### Close-up of the layout, run 1

Window x 43 to 63, y 43 to 63 µm. Cells in gray, sequential cells in the stronger gray; small squares are vias.
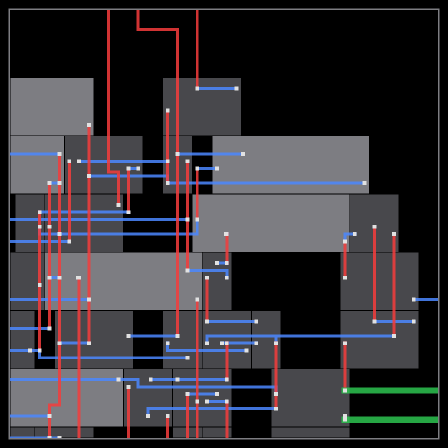
### Routed metal, one color a layer, run 1

(8 px per µm) Only two layers are drawn.
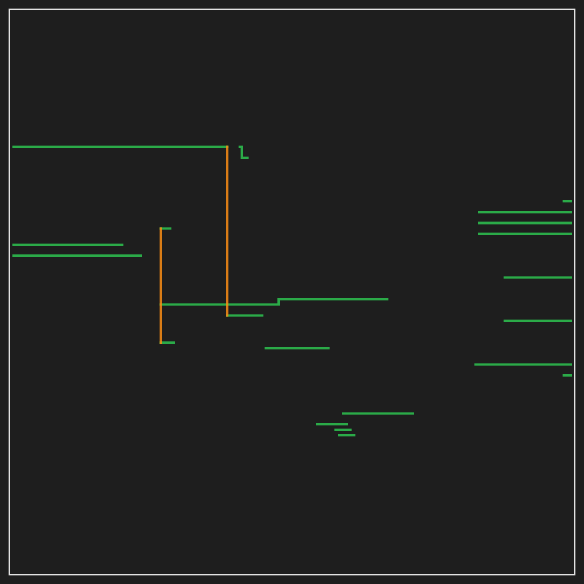
### Clock routing, run 1

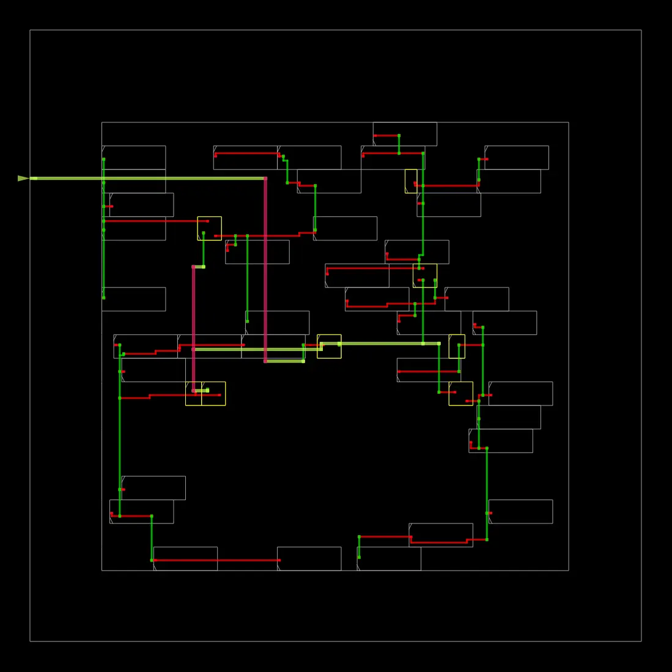
$ cat src/rtl/serial_frame_rx.sv
`timescale 1ns/1ps
`default_nettype none
// ============================================================================
// Module      : serial_frame_rx
// Description : Oversampling receiver for the asynchronous serial frame link.
//               Frame format: idle high, start bit (0), DATA_W data bits
//               LSB first, optional parity bit, stop bit (1). Good frames land
//               in a one-deep valid/ready holding register. Bad or dropped
//               frames raise one-cycle error pulses.
// Ports       : i_clk        - clock, rising edge
//               i_rst_n      - synchronous active-low reset
//               i_rxd        - asynchronous serial line, idle high
//               o_data       - received payload, stable while o_valid
//               o_valid      - payload available
//               i_ready      - consumer accepts when o_valid & i_ready
//               o_busy       - receiver is inside a frame (state != IDLE)
//               o_parity_err - pulse: parity mismatch, frame dropped
//               o_frame_err  - pulse: stop bit sampled low, frame dropped
//               o_overrun    - pulse: good frame dropped, holding reg full
// Revision    : 1.0 - initial release
// ============================================================================
module serial_frame_rx #(
   parameter int unsigned DATA_W       = 8,
   parameter int unsigned CLKS_PER_BIT = 16,
   parameter bit          PARITY_EN    = 1'b0,
   parameter bit          PARITY_ODD   = 1'b0
) (
   input  logic              i_clk,
   input  logic              i_rst_n,
   input  logic              i_rxd,
   output logic [DATA_W-1:0] o_data,
   output logic              o_valid,
   input  logic              i_ready,
   output logic              o_busy,
   output logic              o_parity_err,
   output logic              o_frame_err,
   output logic              o_overrun
);

   // Odd bit periods are rounded down so the half-bit point is exact.
   localparam int unsigned c_cpb   = (CLKS_PER_BIT / 2) * 2;
   localparam int unsigned CNT_W   = $clog2(CLKS_PER_BIT);
   localparam int unsigned BIT_W   = $clog2(DATA_W + 1);
   localparam logic [CNT_W-1:0] c_half_reload = CNT_W'(c_cpb / 2 - 1);
   localparam logic [CNT_W-1:0] c_full_reload = CNT_W'(c_cpb - 1);
   localparam logic [BIT_W-1:0] c_last_bit    = BIT_W'(DATA_W - 1);

   typedef enum logic [2:0] {
      ST_IDLE   = 3'd0,
      ST_START  = 3'd1,
      ST_DATA   = 3'd2,
      ST_PARITY = 3'd3,
      ST_STOP   = 3'd4
   } state_t;

   // Line synchronizer
   logic              rxd_meta_q;
   logic              rxd_s_q;

   // Frame FSM
   state_t            state_q, state_d;
   logic [CNT_W-1:0]  cnt_q, cnt_d;
   logic [BIT_W-1:0]  bit_q, bit_d;
   logic [DATA_W-1:0] shift_q, shift_d;
   logic              par_mis_q, par_mis_d;

   // Stop-sample stage and output stage
   logic              done_q;
   logic              ferr_q;
   logic              perr_q;
   logic [DATA_W-1:0] data_q;
   logic              valid_q;
   logic              perr_pulse_q;
   logic              ferr_pulse_q;
   logic              ovr_q;

   logic              w_cnt_zero;
   logic              w_par_exp;
   logic              w_stop_done;
   logic              w_good;

   assign w_cnt_zero = (cnt_q == '0);
   assign w_par_exp  = (^shift_q) ^ PARITY_ODD;
   assign w_good     = done_q & ~ferr_q & ~perr_q;

   // The synchronizer presets to the idle level so a reset never looks like
   // a start edge.
   always_ff @(posedge i_clk) begin
      if (!i_rst_n) begin
         rxd_meta_q <= 1'b1;
         rxd_s_q    <= 1'b1;
      end else begin
         rxd_meta_q <= i_rxd;
         rxd_s_q    <= rxd_meta_q;
      end
   end

   always_ff @(posedge i_clk) begin
      if (!i_rst_n) begin
         state_q   <= ST_IDLE;
         cnt_q     <= '0;
         bit_q     <= '0;
         shift_q   <= '0;
         par_mis_q <= 1'b0;
      end else begin
         state_q   <= state_d;
         cnt_q     <= cnt_d;
         bit_q     <= bit_d;
         shift_q   <= shift_d;
         par_mis_q <= par_mis_d;
      end
   end

   always_comb begin
      state_d     = state_q;
      cnt_d       = cnt_q;
      bit_d       = bit_q;
      shift_d     = shift_q;
      par_mis_d   = par_mis_q;
      w_stop_done = 1'b0;
      case (state_q)
         ST_IDLE: begin
            if (!rxd_s_q) begin
               cnt_d     = c_half_reload;
               par_mis_d = 1'b0;
               state_d   = ST_START;
            end
         end
         ST_START: begin
            if (w_cnt_zero) begin
               // A line that is high again at mid-start was a glitch.
               if (rxd_s_q) begin
                  state_d = ST_IDLE;
               end else begin
                  cnt_d   = c_full_reload;
                  bit_d   = '0;
                  state_d = ST_DATA;
               end
            end else begin
               cnt_d = cnt_q - 1'b1;
            end
         end
         ST_DATA: begin
            if (w_cnt_zero) begin
               // Shift in from the top so the first (LSB) bit ends at bit 0.
               shift_d = {rxd_s_q, shift_q[DATA_W-1:1]};
               cnt_d   = c_full_reload;
               bit_d   = bit_q + 1'b1;
               if (bit_q == c_last_bit) begin
                  state_d = PARITY_EN ? ST_PARITY : ST_STOP;
               end
            end else begin
               cnt_d = cnt_q - 1'b1;
            end
         end
         ST_PARITY: begin
            if (w_cnt_zero) begin
               par_mis_d = rxd_s_q ^ w_par_exp;
               cnt_d     = c_full_reload;
               state_d   = ST_STOP;
            end else begin
               cnt_d = cnt_q - 1'b1;
            end
         end
         ST_STOP: begin
            // Leaving at mid-stop lets a back-to-back start bit be caught.
            if (w_cnt_zero) begin
               w_stop_done = 1'b1;
               state_d     = ST_IDLE;
            end else begin
               cnt_d = cnt_q - 1'b1;
            end
         end
         default: begin
            state_d = ST_IDLE;
         end
      endcase
   end

   // Stop-sample verdict, resolved one cycle later in the output stage.
   always_ff @(posedge i_clk) begin
      if (!i_rst_n) begin
         done_q <= 1'b0;
         ferr_q <= 1'b0;
         perr_q <= 1'b0;
      end else begin
         done_q <= w_stop_done;
         ferr_q <= w_stop_done & ~rxd_s_q;
         perr_q <= w_stop_done & par_mis_q;
      end
   end

   // Holding register. A delivery may coincide with the consumer taking the
   // previous word; in that case the new word replaces it without a gap.
   always_ff @(posedge i_clk) begin
      if (!i_rst_n) begin
         data_q       <= '0;
         valid_q      <= 1'b0;
         perr_pulse_q <= 1'b0;
         ferr_pulse_q <= 1'b0;
         ovr_q        <= 1'b0;
      end else begin
         ferr_pulse_q <= ferr_q;
         perr_pulse_q <= perr_q & ~ferr_q;
         ovr_q        <= w_good & valid_q & ~i_ready;
         if (w_good && (!valid_q || i_ready)) begin
            data_q  <= shift_q;
            valid_q <= 1'b1;
         end else if (valid_q && i_ready) begin
            valid_q <= 1'b0;
         end
      end
   end

   assign o_data       = data_q;
   assign o_valid      = valid_q;
   assign o_busy       = (state_q != ST_IDLE);
   assign o_parity_err = perr_pulse_q;
   assign o_frame_err  = ferr_pulse_q;
   assign o_overrun    = ovr_q;

endmodule
`default_nettype wire

$ cat config.mk
export PLATFORM = sky130hd
export DESIGN_NAME = serial_frame_rx
export DESIGN_NICKNAME = d
export VERILOG_FILES = /design/src/rtl/serial_frame_rx.sv
export SDC_FILE = /design/constraint.sdc
export NUM_CORES = 1
export LEC_CHECK = 0
export ABC_AREA = 0
export CORE_MARGIN = 8
export CORE_UTILIZATION = 55
export DETAILED_ROUTE_END_ITERATION = 7
export GPL_TIMING_DRIVEN = 0
export PLACE_DENSITY = 0.75
export SYNTH_ARGS = -nofsm -noshare
export SYNTH_HDL_FRONTEND = slang
export SYNTH_SLANG_ARGS = --single-unit
$ cat constraint.sdc
create_clock -name i_clk -period 4 [get_ports i_clk]
set_clock_uncertainty 0.2 [all_clocks]
set_input_delay 0.8 -clock i_clk [delete_from_list [all_inputs] [get_ports i_clk]]
set_output_delay 0.8 -clock i_clk [all_outputs]
set_load 0.01 [all_outputs]
==> ci_impl_report.md, run 1 <==
### Yosys + OpenROAD results

| Metric | Value |
|---|---|
| Largest net degree at the start of global routing | 12 |
| Nets@finish | between 200 and 250 |
| Setup WS pre-CTS | ~1.5 ns |
| H-tree depth | 2 |
| Post-Syn Area | ~1600 µm² |
| Worst hold start | rxd_meta_q |
| CTS tree | built |
| Cells after Synth | between 150 and 200 |
| Fin. Hold Viols | 0 |
| Hpwl dp | ~2300 µm |
| Met1 layer usage reported by global route | between 10% and 20% |
| CP Data Arrival Time | 1.83 ns |
| Number of enable flip-flop cells | 0 |
| Root Buffer | clkbuf_4 |
| Clk pin slew, worst setup/hold paths | approximately 0.11 ns |
| Worst Setup Start Kind | flip-flop |
| Area growth syn-to-layout | 15.3% |
| Remaining DRCs | 0 |
| Hold Crit Class | reg -> reg |
| Pwr/cell area | 330 nW/µm² |
| Synthesis area per yosys | 1630 µm² |
| Synth top area cells | dfxtp_1 45%, mux2i_1 5.5%, nand2_1 4.8% |
| Routed Antenna Nets | 0 |
| Global-route wire length before repair | around 5300 µm |
| CTS Hold Bufs | 0 |
| Rel. slew slack | a little under three fifths |
| Floorplan Nets | between 150 and 200 |
| Avg WL per Cell | ~14 µm |
| Synth cell types | around 51 |
| Total number of vias | 1279 |
| Final tally of max-slew violations | 0 |
| CP Max Fanout | 6 |
| Slowest stage cell, crit path | nor3_1 |
| Area leader, netlist | dfxtp_1 |
| Most Used Layer, Global Route | met2 |
| Antenna Cells | 0 |
| Critical register-to-register path startpoint | cnt_q[0] |
| Worst stage delay on the critical path | about 0.56 ns |
| Setup violators final | 0 |
| Worst Path Buf+Inv | 2 |
| Sequential fraction of the synthesis area | a little under half |
| WP data required | roughly 3 ns |
| Worst hold endpoint | rxd_s_q |
| Slew @ Worst Pin | 0.636 ns |
| Design Power | 621 µW |
| MI comb area | between 800 and 900 µm² |
| Reg-to-reg setup timing slack | roughly 1.9 ns |
| Final WS setup | roughly 1.2 ns |
| # fillers | 242 |
| Outcome | completed |
| Final period utilization | 70.7% |
Notes on 'Close-up of the layout' above:
| color | layer |
|---|---|
| red | met2 |
| green | met3 |
| blue | met1 |
cells with their middle in the window: 21
most frequent: clkdlybuf4s50_1 (6), dfxtp_1 (5), nor2_1 (3)
sequential cells in the window: 5
netlist names of flops here include: o_data (3)

Notes on 'Routed metal, one color a layer' above:
| color | layer | wire length |
|---|---|---|
| green | met3 | 183 µm |
| orange | met4 | 35.4 µm |

Notes on 'Clock routing' above:
Latency at later pin: 0.33 ns
CTS sink cnt: 37
clk pwr: 182 µW
Clock Buffer Count: 6
CTS buffer count: 5

[run 1: cells in the mapped netlist, drive strengths merged (2+ instances only)]
library cell  instances
and3                  2
ha                    2
nand2b                5
or3b                  4
a211oi                3
xor2                  2
nor2                 21
nor3b                 3
o21ai                 4
buf                   5
dfxtp                37
xnor2                 4
nor3                  6
nand3                 2
o32ai                 2
mux2i                 9
a21oi                15
clkbuf                4
nand2                21
and2                  2
inv                   5
[run 1: worst reg2reg max path, cell delays in order, from the launching register on]
cell and delay, ns:
dfxtp_1 0.36, inv_1 0.06, ha_1 0.21, nor3b_2 0.45
a21oi_1 0.15, or2_2 0.34, o2111a_1 0.23
[run 1: cells in the final DEF, fill, tap and decap left out, types with 2 or more instances in the layout]
master and instances:
a211oi_2 2, a21oi_1 15, and2_1 2, and3_1 2, buf_6 2, clkbuf_1 5, clkbuf_4 5, clkdlybuf4s50_1 16
clkinv_2 2, dfxtp_1 37, ha_1 2, inv_1 5, mux2i_1 9, nand2_1 21, nand2b_1 5, nand3_1 2
nor2_1 20, nor3_1 6, nor3b_1 2, o21ai_0 3, or3b_2 2, xnor2_1 4, xor2_1 2
[run 1: cell type report]
type	instances	area share (%)
plain buffers	9	2.86
clock buffers	6	2.19
clock inverters	2	0.532
inverters	6	1.20
multi-input cells	126	43.3
flip-flops and latches	37	39.3
well taps	31	2.06
repair buffers	16	8.50
[run 1: per-layer routing]
layer	part of all wire, %	vias to the layer above
met5	0	-
met4	1.1	0
met3	5.7	5
met2	46	28
met1	48	587
li1	-	659
[run 1: sequential cells by signal, indices dropped and copies added, names as in the netlist, 3 cells and up]
register  count
bit_q         4
o_data        8
state_q       3
shift_q       8
cnt_q         4
[run 1: metrics by stage]
| step | cell area (µm²) | hold slack, ns | cells | utilization (%) |
|---|---|---|---|---|
| after floorplan | 1630 | 0.186 | 178 | - |
| after global placement | 1830 | 0.197 | 225 | 65.9 |
| after detailed placement | 1830 | 0.198 | 225 | 65.9 |
| after CTS | 1880 | 0.229 | 233 | 67.7 |
| after global routing | 1880 | 0.238 | 233 | 67.7 |
| final | 1880 | 0.229 | 233 | 67.7 |
[run 1: report_power, final]
group          internal [µW]  switching (µW)
logic                   24.3            35.0
clock network           67.0             115
registers                374            5.98
total                    465             156
[run 1: worst max path at each step]
stage | to | from | slack [ns]
after floorplan | o_busy | state_q[0] | 2.07
after CTS | o_busy | state_q[0] | 1.14
final | o_busy | state_q[0] | 1.17
after global routing | o_busy | state_q[0] | 1.02
after detailed placement | o_busy | state_q[0] | 1.52
after global placement | o_busy | state_q[0] | 1.54
[run 1: logic make-up after synthesis]
group / synth area share [%]
buf+inv: 4.67
mux: 5.52
xor+xnor: 4.60
compound gates: 14.7
flops: 45.4
simple gates: 23.6
fa+ha+maj: 1.53
### Met2 routing, run 1

(6 px per µm) Cells faint in the background.
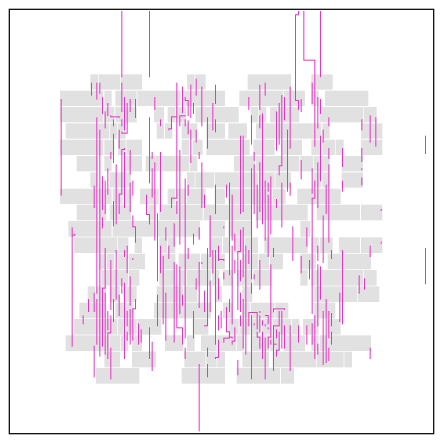

==> run 2, diff against run 1 <==
- CORE_UTILIZATION: 55 -> 50
- PLACE_DENSITY: 0.75 -> 0.71
- clock period: 4 -> 2.33 ns (I/O delays scaled with it)
### Met2 routing, run 2

(4 px per µm) Cells faint in the background.
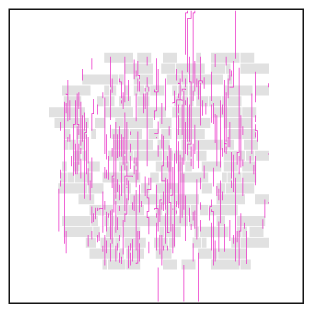
nets with wire on the layer: 174
main direction: vertical
longest straight run: 35.4 µm
WL final: 3310 µm
routing usage on met2: 24.1%
total number of vias: 1323

### Routed metal, one color a layer, run 2

(8 px per µm) Only two layers are drawn.
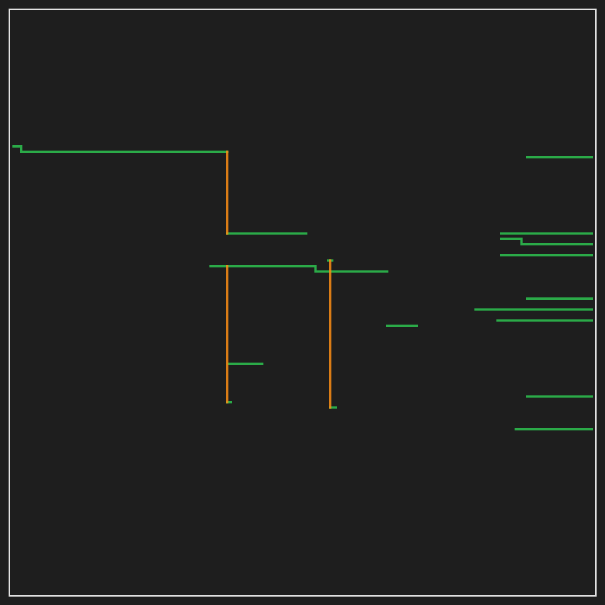
| color | layer | wire length |
|---|---|---|
| green | met3 | 164 µm |
| orange | met4 | 45.6 µm |

==> run 2 against run 1 <==
  * Synthesized cell count unchanged
  * Area after synthesis unchanged
  * Critical path depth unchanged
  * Worst hold slack improved by 0.0087 ns
  * Cell count increased by 5.6%
  * Sequential cell count unchanged
  * Non-clock buffer count unchanged
  * Die size increased by 7.7%
  * Critical path type unchanged
==> ci_impl_report.md, run 2 <==
### Yosys + OpenROAD results

| Metric | Value |
|---|---|
| Placed cell area | ~1800 µm² |
| Setup TNS | 0 ns |
| CTS sink cnt | 37 |
| Setup violators final | 0 |
| Outcome | completed |
| Initial DRC Count | between 40 and 50 |
| Die area | 5350 µm² |
| Top cells excl fill/tap | 37 x dfxtp_1, 21 x nand2_1, 20 x nor2_1 |
| Nets@finish | 207 |
| Root Buffer | clkbuf_4 |
| Reg area | ~740 µm² |
| Clk pin slew, worst setup/hold paths | ~0.1 ns |
| Commonest Layout Cell | dfxtp_1 |
| Sequential fraction of the synthesis area | 45.4% |
| H-tree depth | 2 |
| Design Power | roughly 1200 µW |
| Initial antenna violation count | 0 |
| Starting Density | 53.0% |
| Final tally of max-slew violations | 0 |
| Worst Setup Start Kind | flip-flop |
| Routed Antenna Nets | 0 |
| RSZ-0062 raised after global routing | false |
| GR Util All Layers | between 10% and 20% |
| Final Cell Area | around 2000 µm² |
| Synth top area cells | dfxtp_1 45%, mux2i_1 5.5%, nand2_1 4.8% |
| Largest net degree at the start of global routing | 12 |
| Area growth syn-to-layout | 19.1% |
| Critical Path End Type | output port |
| Post-Syn Area | about 1600 µm² |
| Critical path class | reg -> out |
| Core ar. | between 3000 and 4000 µm² |
| Hold Crit Class | reg -> reg |
| Cells after Synth | approximately 180 |
| Antenna Cells | 0 |
| CTS tree | built |
| CTS Hold Bufs | 0 |
| Die extent in y | between 70 and 80 µm |
| WP data required | 1.66 ns |
| Fin. Hold Viols | 0 |
| Latency at later pin | roughly 0.33 ns |
| Floorplan Nets | 184 |
| Synth cell types | approximately 51 |
| Maxcap violations | 0 |
| # fillers | between 200 and 300 |
| Count leader, synth | dfxtp_1 |
| Post-synthesis async set-or-reset flop share | 0% |
| CP Data Arrival Time | between 1.5 and 2 ns |
| Pwr/cell area | about 620 nW/µm² |
| CTS buffer count | 5 |
| Tool warnings | 26 |
| Placer Congestion | just under 0.9 |
| CP Max Fanout | 6 |
| MI comb area | 827 µm² |
| Global-route wire length before repair | between 5000 and 6000 µm |
| Ports | 17 |
| CTS Buffer Depth | 2 |
| Most frequent cells after synthesis | 37 x dfxtp_1, 21 x nand2_1, 20 x nor2_1 |
| Final period utilization | 97.6% |
| Area leader, netlist | dfxtp_1 |
| Commonest flop | dfxtp_1 |
| Slew @ Worst Pin | 0.460 ns |
| Via/cell ratio | between 5 and 6 |
| Number of enable flip-flop cells | 0 |
| Synthesis area per yosys | roughly 1600 µm² |
| Worst ir drop on vdd | around 0.42 mV |
| Avg WL per Cell | approximately 13 µm |
| Remaining DRCs | 0 |
| Rel. slew slack | slightly below 70% |
| Hpwl dp | 2470 µm |
### Close-up of the layout, run 2

Window x 45 to 65, y 45 to 65 µm. Cells in gray, sequential cells in the stronger gray; small squares are vias.
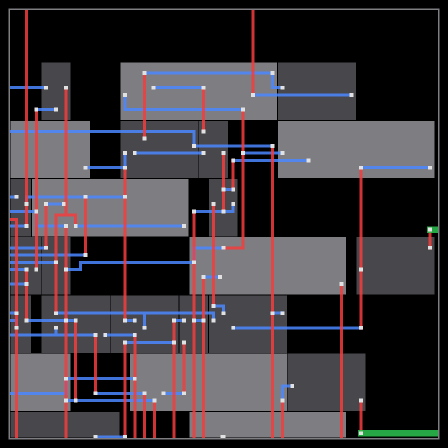
| color | layer |
|---|---|
| green | met3 |
| blue | met1 |
| red | met2 |
sequential cells in the window: 6
netlist names of flops here include: o_data (4), shift_q (2)
most frequent: dfxtp_1 (6)
cells with their middle in the window: 21

-- run 2: cell type report --
cell class                 count  share of cell area, %
sequential                    37                   38.1
tap                           44                   2.83
inverter                       6                   1.16
timing repair buffer          16                   8.24
multi-input combinational    126                   42.5
clock buffer                   7                   2.83
buffer                         9                   2.77
clock inverter                 1                   1.54
-- run 2: per-stage QoR --
step           hold WS (ns)  instances  utilization, %  worst slack [ns]
2_1_floorplan         0.186        178               -             0.436
3_3_place_gp          0.190        238            60.0             0.164
3_5_place_dp          0.229        238            60.0             0.106
4_1_cts               0.243        246            63.2            0.0528
5_1_grt               0.249        246            63.2           0.00450
6_report              0.237        246            63.2            0.0555
-- run 2: per-layer routing --
layer,global-route usage (%),wire length [µm],up-vias
li1,-,-,657
met1,13.5,1420,639
met2,24.1,1670,21
met3,4.53,163,6
met4,5.11,45,0
met5,0,0,-
-- run 2: worst paths after layout --
| check | depth (start not counted) | slack (ns) | endpoint | startpoint |
|---|---|---|---|---|
| max | 3 | 0.06 | o_busy | state_q[0] |
| max reg2reg | 6 | 0.23 | cnt_q[3] | cnt_q[0] |
| min | 1 | 0.24 | o_parity_err | ferr_q |
| min reg2reg | 1 | 0.24 | o_parity_err | ferr_q |
-- run 2: report_power, final --
part | total, µW | internal [µW] | leakage (µW) | switching, µW
sequential | 653 | 642 | 0.000299 | 11.0
combinational | 103 | 42.9 | 0.000432 | 60.3
clock | 455 | 256 | 0.0000455 | 198
total | 1210 | 941 | 0.000777 | 270
-- run 2: kinds of logic (layout without fill, tap and decap cells) --
| family | count (synthesis) | in the layout | share of synthesized area, % |
|---|---|---|---|
| AND-OR/OR-AND | 34 | 34 | 14.7 |
| buffers and inverters | 15 | 39 | 4.67 |
| adder cells (fa/ha/maj) | 2 | 2 | 1.53 |
| AND/OR/NAND/NOR | 74 | 74 | 23.6 |
| flip-flops | 37 | 37 | 45.4 |
| multiplexers | 9 | 9 | 5.52 |
| XOR/XNOR | 7 | 7 | 4.60 |
-- run 2: critical path, stage by stage, from the launching register on --
cell	delay (ns)
dfxtp_1	0.38
nor3_4	0.34
inv_1	0.08
clkdlybuf4s50_1	0.49
-- run 2: what timing repair did --
action / CTS / global route
endpoints found under the hold margin: 0 / 0
setup endpoints to repair: 1 / 0
gates resized: 2 / 0
### Clock routing, run 2

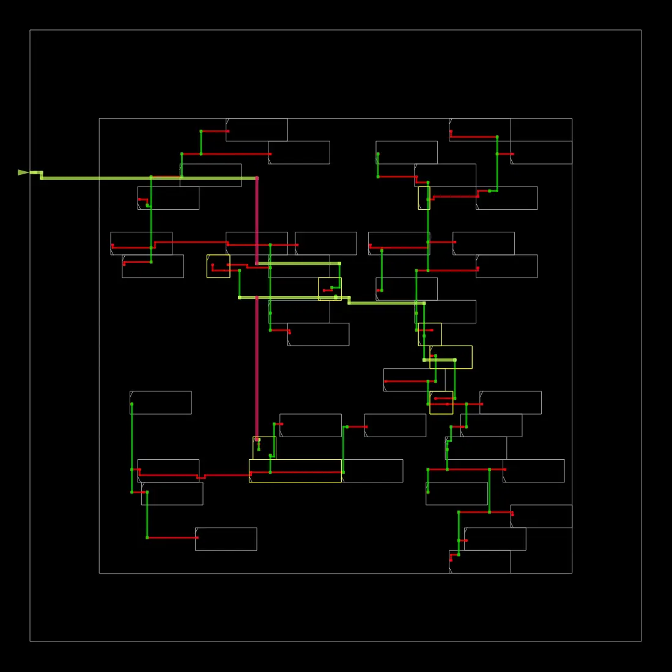

==> run 3, diff against run 2 <==
- REMOVE_ABC_BUFFERS: unset -> 1
- SKIP_LAST_GASP: unset -> 1
### Clock routing, run 3

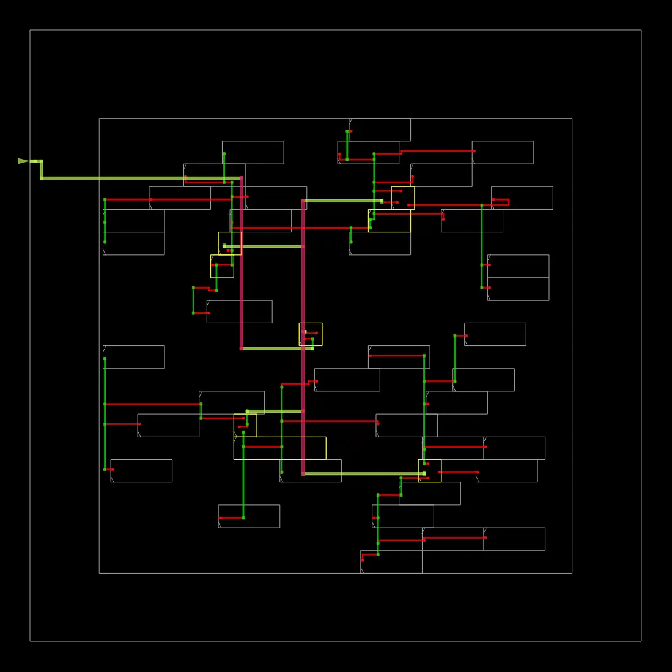
flop count: 37
Latency at later pin: 0.35 ns
clk pwr: 475 µW

### Close-up of the layout, run 3

Window x 45 to 65, y 45 to 65 µm. Cells in gray, sequential cells in the stronger gray; small squares are vias.
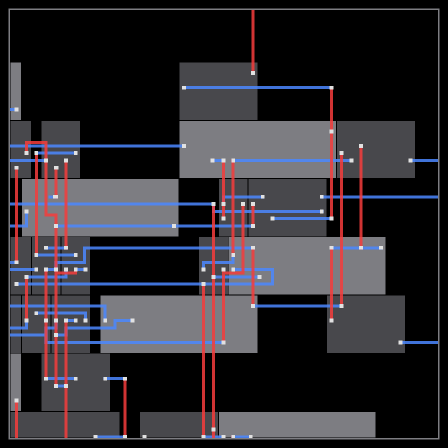
| color | layer |
|---|---|
| blue | met1 |
| red | met2 |
cells with their middle in the window: 17
sequential cells in the window: 4
most frequent: nand2_1 (4), dfxtp_1 (4)
netlist names of flops here include: o_data (2), shift_q (2)

==> run 3 against run 2 <==
  * Combinational power decreased by 6%
  * Worst hold slack lost 0.011 ns
  * Non-clock buffer count fell by 7
  * Area after synthesis did not move
  * Sequential cell count unchanged
  * Wire length down 3.2%
  * Sequential share of layout area rose by 0.79 points
  * Design area down 1.5%
  * First-iteration DRC count is 88% higher
  * Critical path type unchanged
  * Critical endpoint unchanged
  * Largest cell class unchanged
==> ci_impl_report.md, run 3 <==
### Yosys + OpenROAD results

| Metric | Value |
|---|---|
| Number of enable flip-flop cells | 0 |
| Starting Density | 53.0% |
| Sequential fraction of the synthesis area | between 40% and 50% |
| Critical path depth | 3 |
| Outcome | completed |
| Initial DRC Count | between 90 and 100 |
| Critical register-to-register path startpoint | cnt_q[0] |
| Worst Path Buf+Inv | 2 |
| Placed cell area | about 1800 µm² |
| Routed Antenna Nets | 0 |
| Slew @ Worst Pin | between 0.5 and 0.6 ns |
| Ports | 17 |
| Area growth syn-to-layout | 17.2% |
| Slowest stage cell, crit path | clkdlybuf4s50_1 |
| CTS tree | built |
| Cells after DPL | approximately 230 |
| Worst stage delay on the critical path | 0.47 ns |
| WL final | between 3000 and 4000 µm |
| WP data required | around 1.7 ns |
| R2R depth | 6 |
| Design Power | 1230 µW |
| Pwr/cell area | 643 nW/µm² |
| Final period utilization | a little over nine tenths |
| Remaining DRCs | 0 |
| Largest net degree at the start of global routing | 27 |
| CTS Buffer Depth | 2 |
| Most frequent cells after synthesis | 37 x dfxtp_1, 21 x nand2_1, 20 x nor2_1 |
| Setup TNS | 0 ns |
| CP Max Fanout | 14 |
| Hpwl dp | ~2100 µm |
| Antenna Cells | 0 |
| Top cells excl fill/tap | 34 x dfxtp_1, 21 x nand2_1, 20 x nor2_1 |
| Maxcap violations | 0 |
| # fillers | around 270 |
| Final tally of max-slew violations | 0 |
| Fin. Hold Viols | 0 |
| Count leader, synth | dfxtp_1 |
| Clk pin slew, worst setup/hold paths | 0.11 ns |
| Post-synthesis async set-or-reset flop share | 0% |
| Hold depth | 1 |
| Tool warnings | 26 |
### Routed metal, one color a layer, run 3

(8 px per µm) Only two layers are drawn.
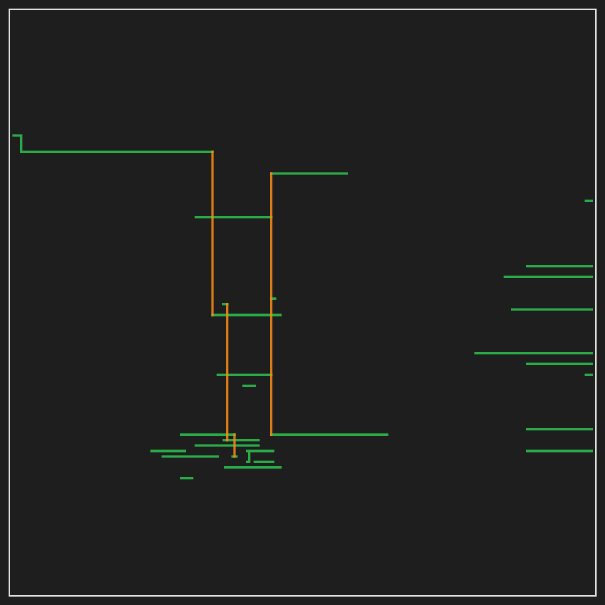
| color | layer | wire length |
|---|---|---|
| green | met3 | 192 µm |
| orange | met4 | 72.8 µm |

==> run 3: area by class of cell <==
type / count / area (µm²) / area share (%)
clock buffer: 6 / 51.3 / 2.68
timing repair buffer: 18 / 175 / 9.15
inverter: 6 / 23.8 / 1.24
sequential: 37 / 744 / 38.9
multi-input combinational: 126 / 827 / 43.2
tap: 44 / 55.1 / 2.88
clock inverter: 2 / 37.5 / 1.96
==> run 3: path summary, 6_finish.rpt <==
| kind | to | slack [ns] |
|---|---|---|
| max reg2reg | bit_q[2] | 0.23 |
| max | o_busy | 0.08 |
| min reg2reg | rxd_s_q | 0.23 |
| min | rxd_s_q | 0.23 |
==> run 3: per-layer routing <==
| layer | GRT usage [%] | part of all wire (%) | vias up |
|---|---|---|---|
| li1 | - | - | 649 |
| met1 | 15.9 | 45 | 622 |
| met5 | 0 | 0 | - |
| met3 | 4.40 | 6.0 | 11 |
| met4 | 7.56 | 2.2 | 0 |
| met2 | 20.5 | 47 | 39 |
==> run 3: kinds of logic (layout without fill, tap and decap cells) <==
family	after synthesis	after routing	share of synthesized area, %
buf+inv	15	32	4.67
simple gates	74	74	23.6
flops	37	37	45.4
mux	9	9	5.52
xor+xnor	7	7	4.60
fa+ha+maj	2	2	1.53
compound gates	34	34	14.7
==> run 3: report_power, final <==
part           switching, µW  leakage [µW]  total, µW  internal [µW]
Clock                    221     0.0000445        475            255
Sequential              15.9      0.000301        658            642
Combinational           55.6      0.000417       97.3           41.7
==> run 3: repair_timing <==
action,4_1_cts,5_1_grt
cloned,0,0
endpoints found under the setup margin,3,1
buffers inserted,0,2
gates resized,3,3
pin swaps,0,1
==> run 3: metrics by stage <==
step | hold slack, ns | setup WS (ns)
after floorplan | 0.186 | 0.431
after global placement | 0.197 | -0.422
after detailed placement | 0.201 | -0.448
after CTS | 0.232 | -0.0522
after global routing | 0.250 | -0.00126
final | 0.227 | 0.0753

==> notes/layouts.md <==
Pictures saved along the way, in no particular order.

Wires at chosen ports, followed through buffers.
(a)
(4 px per µm)
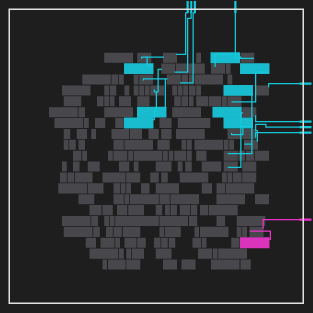
(b)
(6 px per µm)
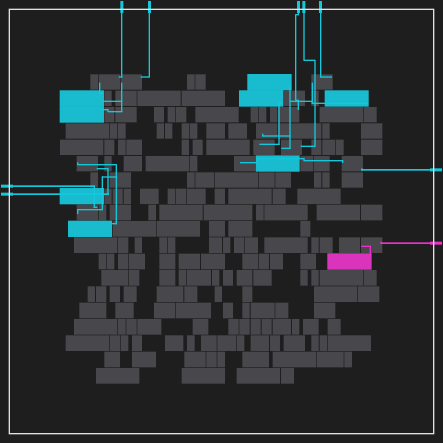
(a) -> run 2
(b) -> run 1

Key to (a):
| color | port | bits | direction | end cells | buffers | wire |
|---|---|---|---|---|---|---|
| cyan | o_data | 8 | output | 8 | 8 | 236 µm |
| magenta | o_frame_err | 1 | output | 1 | 1 | 19.3 µm |

Power figures rest on the tool's default switching activity, not on a simulated workload.
